Fig. 1: selected gate families
Scale: 3 px per micron.
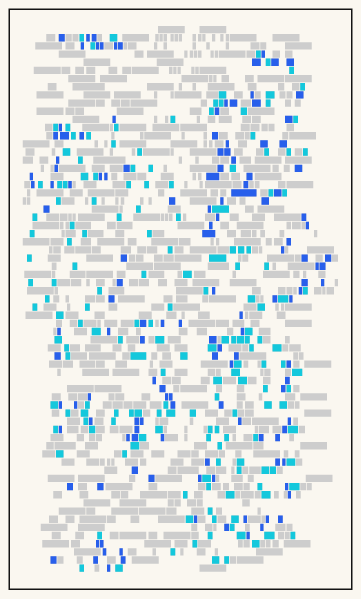
Fig. 2: I/O nets highlighted
Scale: 2 px per micron.
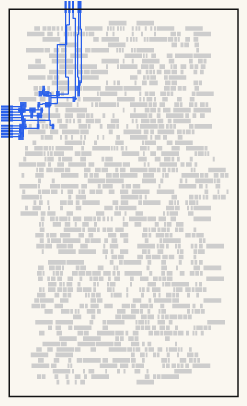
Fig. 3: cell sizes after repair
Scale: 3 px per micron.
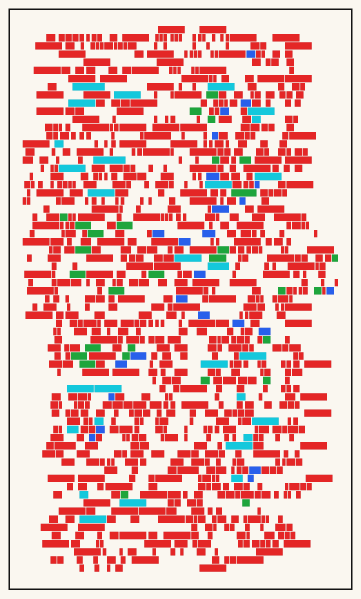
Fig. 4: cell density map
Scale: 2 px per micron. The die is cut into 11 by 19 equal tiles; dark purple is low, yellow is high, 0 to 100% covered.
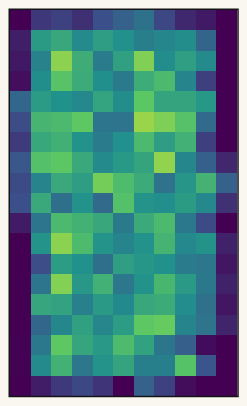
### src/rtl/phase_gen_pkg.sv
// rtl/phase_gen_pkg.sv - shared Q3.13 phase constants and FSM state encoding
package phase_gen_pkg;

    localparam int PI_POS = 25736;
    localparam int PI_NEG = -25736;
    localparam int TWO_PI = 51472;

    typedef enum logic [1:0] {
        IDLE  = 2'd0,
        RUN   = 2'd1,
        DRAIN = 2'd2
    } state_e;

endpackage

### src/rtl/phase_wrap_acc.sv
// rtl/phase_wrap_acc.sv - registered Q3.13 phase accumulator wrapping into [-pi, pi)
module phase_wrap_acc
    import phase_gen_pkg::*;
#(
    parameter int PHASE_W = 16
) (
    input  logic               clk,
    input  logic               rst,
    input  logic               load_i,
    input  logic               adv_i,
    input  logic [PHASE_W-1:0] inc_i,
    output logic [PHASE_W-1:0] phase_o
);

    localparam logic signed [PHASE_W+1:0] PI_POS_X = (PHASE_W+2)'(PI_POS);
    localparam logic signed [PHASE_W+1:0] TWO_PI_X = (PHASE_W+2)'(TWO_PI);

    logic [PHASE_W-1:0]        phase_q, phase_d;
    logic signed [PHASE_W+1:0] sum;
    logic [PHASE_W-1:0]        wrapped;

    // Two guard bits keep phase + inc exact before the single wrap subtraction.
    always_comb begin
        sum     = {{2{phase_q[PHASE_W-1]}}, phase_q} + {2'b00, inc_i};
        wrapped = PHASE_W'((sum >= PI_POS_X) ? (sum - TWO_PI_X) : sum);
        phase_d = phase_q;
        if (load_i) begin
            phase_d = '0;
        end else if (adv_i) begin
            phase_d = wrapped;
        end
    end

    always_ff @(posedge clk or posedge rst) begin
        if (rst) begin
            phase_q <= '0;
        end else begin
            phase_q <= phase_d;
        end
    end

    assign phase_o = phase_q;

endmodule

### src/rtl/phase_sweep_gen.sv
// rtl/phase_sweep_gen.sv - tone/chirp phase stream source; PHASE_GEN_TLAST_EN adds m_axis_phase_tlast
module phase_sweep_gen
    import phase_gen_pkg::*;
#(
    parameter int PHASE_W = 16,
    parameter int DWELL_W = 16
) (
    input  logic               clk,
    input  logic               rst,
    input  logic               cfg_valid,
    output logic               cfg_ready,
    input  logic               cfg_sweep,
    input  logic [PHASE_W-1:0] cfg_inc_start,
    input  logic [PHASE_W-1:0] cfg_inc_stop,
    input  logic [PHASE_W-1:0] cfg_inc_step,
    input  logic [DWELL_W-1:0] cfg_dwell,
    input  logic               start,
    input  logic               stop,
    output logic               busy,
    output logic               sweep_done,
    output logic               m_axis_phase_tvalid,
    input  logic               m_axis_phase_tready,
    output logic [PHASE_W-1:0] m_axis_phase_tdata
`ifdef PHASE_GEN_TLAST_EN
    ,
    output logic               m_axis_phase_tlast
`endif
);

    localparam logic [PHASE_W-1:0] INC_MAX = PHASE_W'(PI_POS - 1);

    function automatic logic [PHASE_W-1:0] clamp_inc(input logic [PHASE_W-1:0] v);
        return (v > INC_MAX) ? INC_MAX : v;
    endfunction

    state_e             state_q, state_d;
    logic               sweep_q;
    logic [PHASE_W-1:0] inc_start_q, inc_stop_q, inc_step_q;
    logic [DWELL_W-1:0] dwell_q;
    logic [PHASE_W-1:0] cur_inc_q, cur_inc_d;
    logic [DWELL_W-1:0] cnt_q, cnt_d;
    logic               acc_load, acc_adv;
    logic               xfer, sweep_act, dwell_last, last_final;
    logic [DWELL_W-1:0] dwell_eff;
    logic [PHASE_W:0]   inc_sum;
    logic [PHASE_W-1:0] inc_next;

    always_ff @(posedge clk or posedge rst) begin
        if (rst) begin
            sweep_q     <= 1'b0;
            inc_start_q <= '0;
            inc_stop_q  <= '0;
            inc_step_q  <= '0;
            dwell_q     <= '0;
        end else if (cfg_valid && cfg_ready) begin
            sweep_q     <= cfg_sweep;
            inc_start_q <= clamp_inc(cfg_inc_start);
            inc_stop_q  <= clamp_inc(cfg_inc_stop);
            inc_step_q  <= clamp_inc(cfg_inc_step);
            dwell_q     <= cfg_dwell;
        end
    end

    always_ff @(posedge clk or posedge rst) begin
        if (rst) begin
            state_q   <= IDLE;
            cur_inc_q <= '0;
            cnt_q     <= '0;
        end else begin
            state_q   <= state_d;
            cur_inc_q <= cur_inc_d;
            cnt_q     <= cnt_d;
        end
    end

    // A degenerate sweep (zero step or start >= stop) runs as a plain tone.
    always_comb begin
        xfer       = m_axis_phase_tvalid & m_axis_phase_tready;
        sweep_act  = sweep_q && (inc_step_q != '0) && (inc_start_q < inc_stop_q);
        dwell_eff  = (dwell_q == '0) ? DWELL_W'(1) : dwell_q;
        dwell_last = (cnt_q == (dwell_eff - DWELL_W'(1)));
        last_final = (state_q == RUN) && sweep_act && dwell_last && (cur_inc_q == inc_stop_q);
        inc_sum    = {1'b0, cur_inc_q} + {1'b0, inc_step_q};
        inc_next   = (inc_sum >= {1'b0, inc_stop_q}) ? inc_stop_q : inc_sum[PHASE_W-1:0];
    end

    always_comb begin
        state_d   = state_q;
        cur_inc_d = cur_inc_q;
        cnt_d     = cnt_q;
        acc_load  = 1'b0;
        acc_adv   = 1'b0;
        case (state_q)
            IDLE: begin
                if (start && !stop) begin
                    state_d   = RUN;
                    acc_load  = 1'b1;
                    cur_inc_d = inc_start_q;
                    cnt_d     = '0;
                end
            end
            RUN: begin
                if (xfer) begin
                    acc_adv = 1'b1;
                    if (dwell_last) begin
                        cnt_d = '0;
                        if (sweep_act) begin
                            cur_inc_d = inc_next;
                        end
                    end else begin
                        cnt_d = cnt_q + DWELL_W'(1);
                    end
                end
                if (stop && !m_axis_phase_tready) begin
                    state_d = DRAIN;
                end else if (stop || (last_final && xfer)) begin
                    state_d = IDLE;
                end
            end
            DRAIN: begin
                if (xfer) begin
                    state_d = IDLE;
                end
            end
            default: state_d = IDLE;
        endcase
    end

    phase_wrap_acc #(
        .PHASE_W(PHASE_W)
    ) u_acc (
        .clk    (clk),
        .rst    (rst),
        .load_i (acc_load),
        .adv_i  (acc_adv),
        .inc_i  (cur_inc_q),
        .phase_o(m_axis_phase_tdata)
    );

    assign cfg_ready           = (state_q == IDLE);
    assign busy                = (state_q != IDLE);
    assign m_axis_phase_tvalid = (state_q != IDLE);
    assign sweep_done          = last_final & xfer;

`ifdef PHASE_GEN_TLAST_EN
    assign m_axis_phase_tlast = last_final | (state_q == DRAIN);
`endif

endmodule

### config.mk
export PLATFORM = sky130hd
export DESIGN_NAME = phase_sweep_gen
export DESIGN_NICKNAME = d
export VERILOG_FILES = /design/src/rtl/phase_gen_pkg.sv /design/src/rtl/phase_wrap_acc.sv /design/src/rtl/phase_sweep_gen.sv
export SDC_FILE = /design/constraint.sdc
export NUM_CORES = 1
export LEC_CHECK = 0
export CORE_ASPECT_RATIO = 1.75
export CORE_MARGIN = 4
export CORE_UTILIZATION = 44
export DETAILED_ROUTE_END_ITERATION = 16
export DONT_BUFFER_PORTS = 1
export MAX_ROUTING_LAYER = met4
export PLACE_DENSITY = 0.56
export SETUP_SLACK_MARGIN = 0.5
export SKIP_LAST_GASP = 1
export SYNTH_ARGS = -nofsm -noshare
export SYNTH_HDL_FRONTEND = slang
export SYNTH_SLANG_ARGS = --single-unit
### constraint.sdc
create_clock -name clk -period 5.9 [get_ports clk]
set_clock_uncertainty 0.2 [all_clocks]
set_input_delay 0.59 -clock clk [delete_from_list [all_inputs] [get_ports clk]]
set_output_delay 0.59 -clock clk [all_outputs]
set_load 0.005 [all_outputs]
==> flow_metrics.py <==
# Physical implementation metrics
metrics = {
    "timing": {
        "final_max_slew_viol_count": 0,
        "final.min_clock_period_ns": 5.03,
        "worst_margin_slew_ns": 1.08,
        "rsz0062_at_grt": "no",
        "timing.setup.tns_ns": 0,
    },
    "global_route": {
        "antenna_found_initial": 0,
        "grt_ovf": 0,
        "grt_start_max_net_pins": 67,
    },
    "cells_and_area": {
        "layout.nets": 1096,
        "logic_gate_count": 781,
        "top_area_cell_class": "combinational gates",
        "area.sequential_sq_um": 2880,
        "drive_above_1_share_pct": 8.37,
        "multi_input_comb_area_sq_um": 5450,
        "signal_buffer_area_fraction_pct": 0.850,
        "antennaDiodeCount": 0,
        "numSequentialCells": 115,
    },
    "placement": {
        "pre_cts_ws_ns": 0.861,
        "placedInstanceArea_sq_um": 8800,
        "global_placer_s_final_weighted_congestion": 0.898,
        "dp_hpwl_microns": 19300,
    },
    "pwr": {
        "power_switching_share_pct": 45.3,
        "clkPwrFrac_pct": 21.4,
        "post-layout-total-power_mw": 5.02,
    },
    "worst_setup_path": {
        "setup.worst_path.end_class": "primary output",
        "path_buffers": 0,
        "start_point_of_the_critical_path": "dwell_q[9]",
        "r2r-start": "cur_inc_q[0]",
        "timing.reg2reg.setup_slack_ns": 1.07,
        "critical_path_class": "flop to primary output",
    },
    "synthesis": {
        "syn-mean-instance-area_sq_um": 8.90,
        "post-synth-top-area-cell": "dfrtp_1",
        "ys_seq_elements": 115,
        "synth.net_count": 1106,
        "yosys-stat-area_sq_um": 8590,
        "yosys_warnings": 0,
    },
    "route": {
        "drt_pass1_iterations": 6,
    },
    "worst_hold_path": {
        "worstHoldPathCells": 1,
    },
    "die": {
        "die-height_microns": 193,
    },
    "outcome": {
        "result_of_the_run": "complete, no violations",
    },
}
-- Fig. 1 (at the start) --
family	color	cells	most used	where
NOR gates	blue	137	nor2_1	widely spread
inverting AOI/OAI gates	cyan	169	o21ai_0	widely spread
most common library cell in the layout ignoring fill and taps: dfrtp_1
Cell Count, Final, Fillers Out: 1209
multi-input gate share of total cell area: 57.8%

-- Fig. 2 (at the start) --
port	color	bits	direction	end cells	buffers	wire
cfg_inc_stop	blue	16	input	25	0	467 microns
Port Buf Inserts: 0
I/O pins: 91

-- Fig. 3 (at the start) --
size	color	cells	share	most used
_3 and _4 cells	green	29	3.0%	mux2_4
_6 and larger	cyan	28	2.9%	clkbuf_16
_0 and _1 cells	red	887	92%	dfrtp_1
_2 cells	blue	24	2.5%	mux2_2
cell area after layout: 9420 sq um
area added between synthesis and finish: 9.67%
min setup slack post-route: 0.867 ns
Repair and plain buffers: 9

-- Fig. 4 (at the start) --
tiles over 75% full	4.3%
nearly empty tiles	11%
mean over tiles	42%
floorplan core area: 19200 sq um
fraction of the core area covered by cells at the end of the flow: 49.1%

[cells in the final DEF (no fill, tap or decap), types with 28 or more instances in the layout]
cell type / Yosys / routed
ha_1: 68 / 68
o21ai_0: 60 / 60
nand3_1: 31 / 31
xnor2_1: 28 / 28
dfrtp_1: 115 / 115
nor2_1: 65 / 65
xor2_1: 29 / 29
a21oi_1: 47 / 47
nor3_1: 29 / 29
nand2_1: 106 / 106
inv_1: 31 / 30
[flip-flops by register name, indices dropped and copies added, names as in the netlist, 2 cells and up]
name	flops
inc_step_q	16
state_q	2
inc_start_q	16
cnt_q	16
u_acc.phase_o	16
dwell_q	16
inc_stop_q	16
cur_inc_q	16
[per-layer routing]
| layer | vias to the layer above | wire length, microns | global-route usage, % |
|---|---|---|---|
| met1 | 3521 | 9500 | 25.3 |
| met4 | 0 | 914 | 10.4 |
| met2 | 137 | 14100 | 44.9 |
| li1 | 3549 | - | - |
| met5 | - | 0 | - |
| met3 | 46 | 790 | 4.08 |
[cell families after synthesis]
| kind of cell | count (synthesis) | synth area share, % |
|---|---|---|
| AOI/OAI and AO/OA | 246 | 19.7 |
| xor gates and xnor gates | 57 | 5.81 |
| adders and majority gates | 70 | 10.4 |
| buffers and inverters | 69 | 3.26 |
| DFF | 115 | 33.5 |
| muxes | 36 | 4.89 |
| and+or+nand+nor | 372 | 22.5 |
[power groups by stage]
| stage | Sequential (mW) | Combinational [mW] | Clock, mW |
|---|---|---|---|
| 2_1_floorplan | 1.10 | 2.13 | 0 |
| 3_3_place_gp | 1.24 | 2.69 | 0 |
| 3_5_place_dp | 1.25 | 2.70 | 0 |
| 4_1_cts | 1.23 | 2.71 | 1.09 |
| 5_1_grt | 1.25 | 3.05 | 1.12 |
| 6_report | 1.23 | 2.72 | 1.07 |
Power figures rest on the tool's default switching activity, not on a simulated workload.
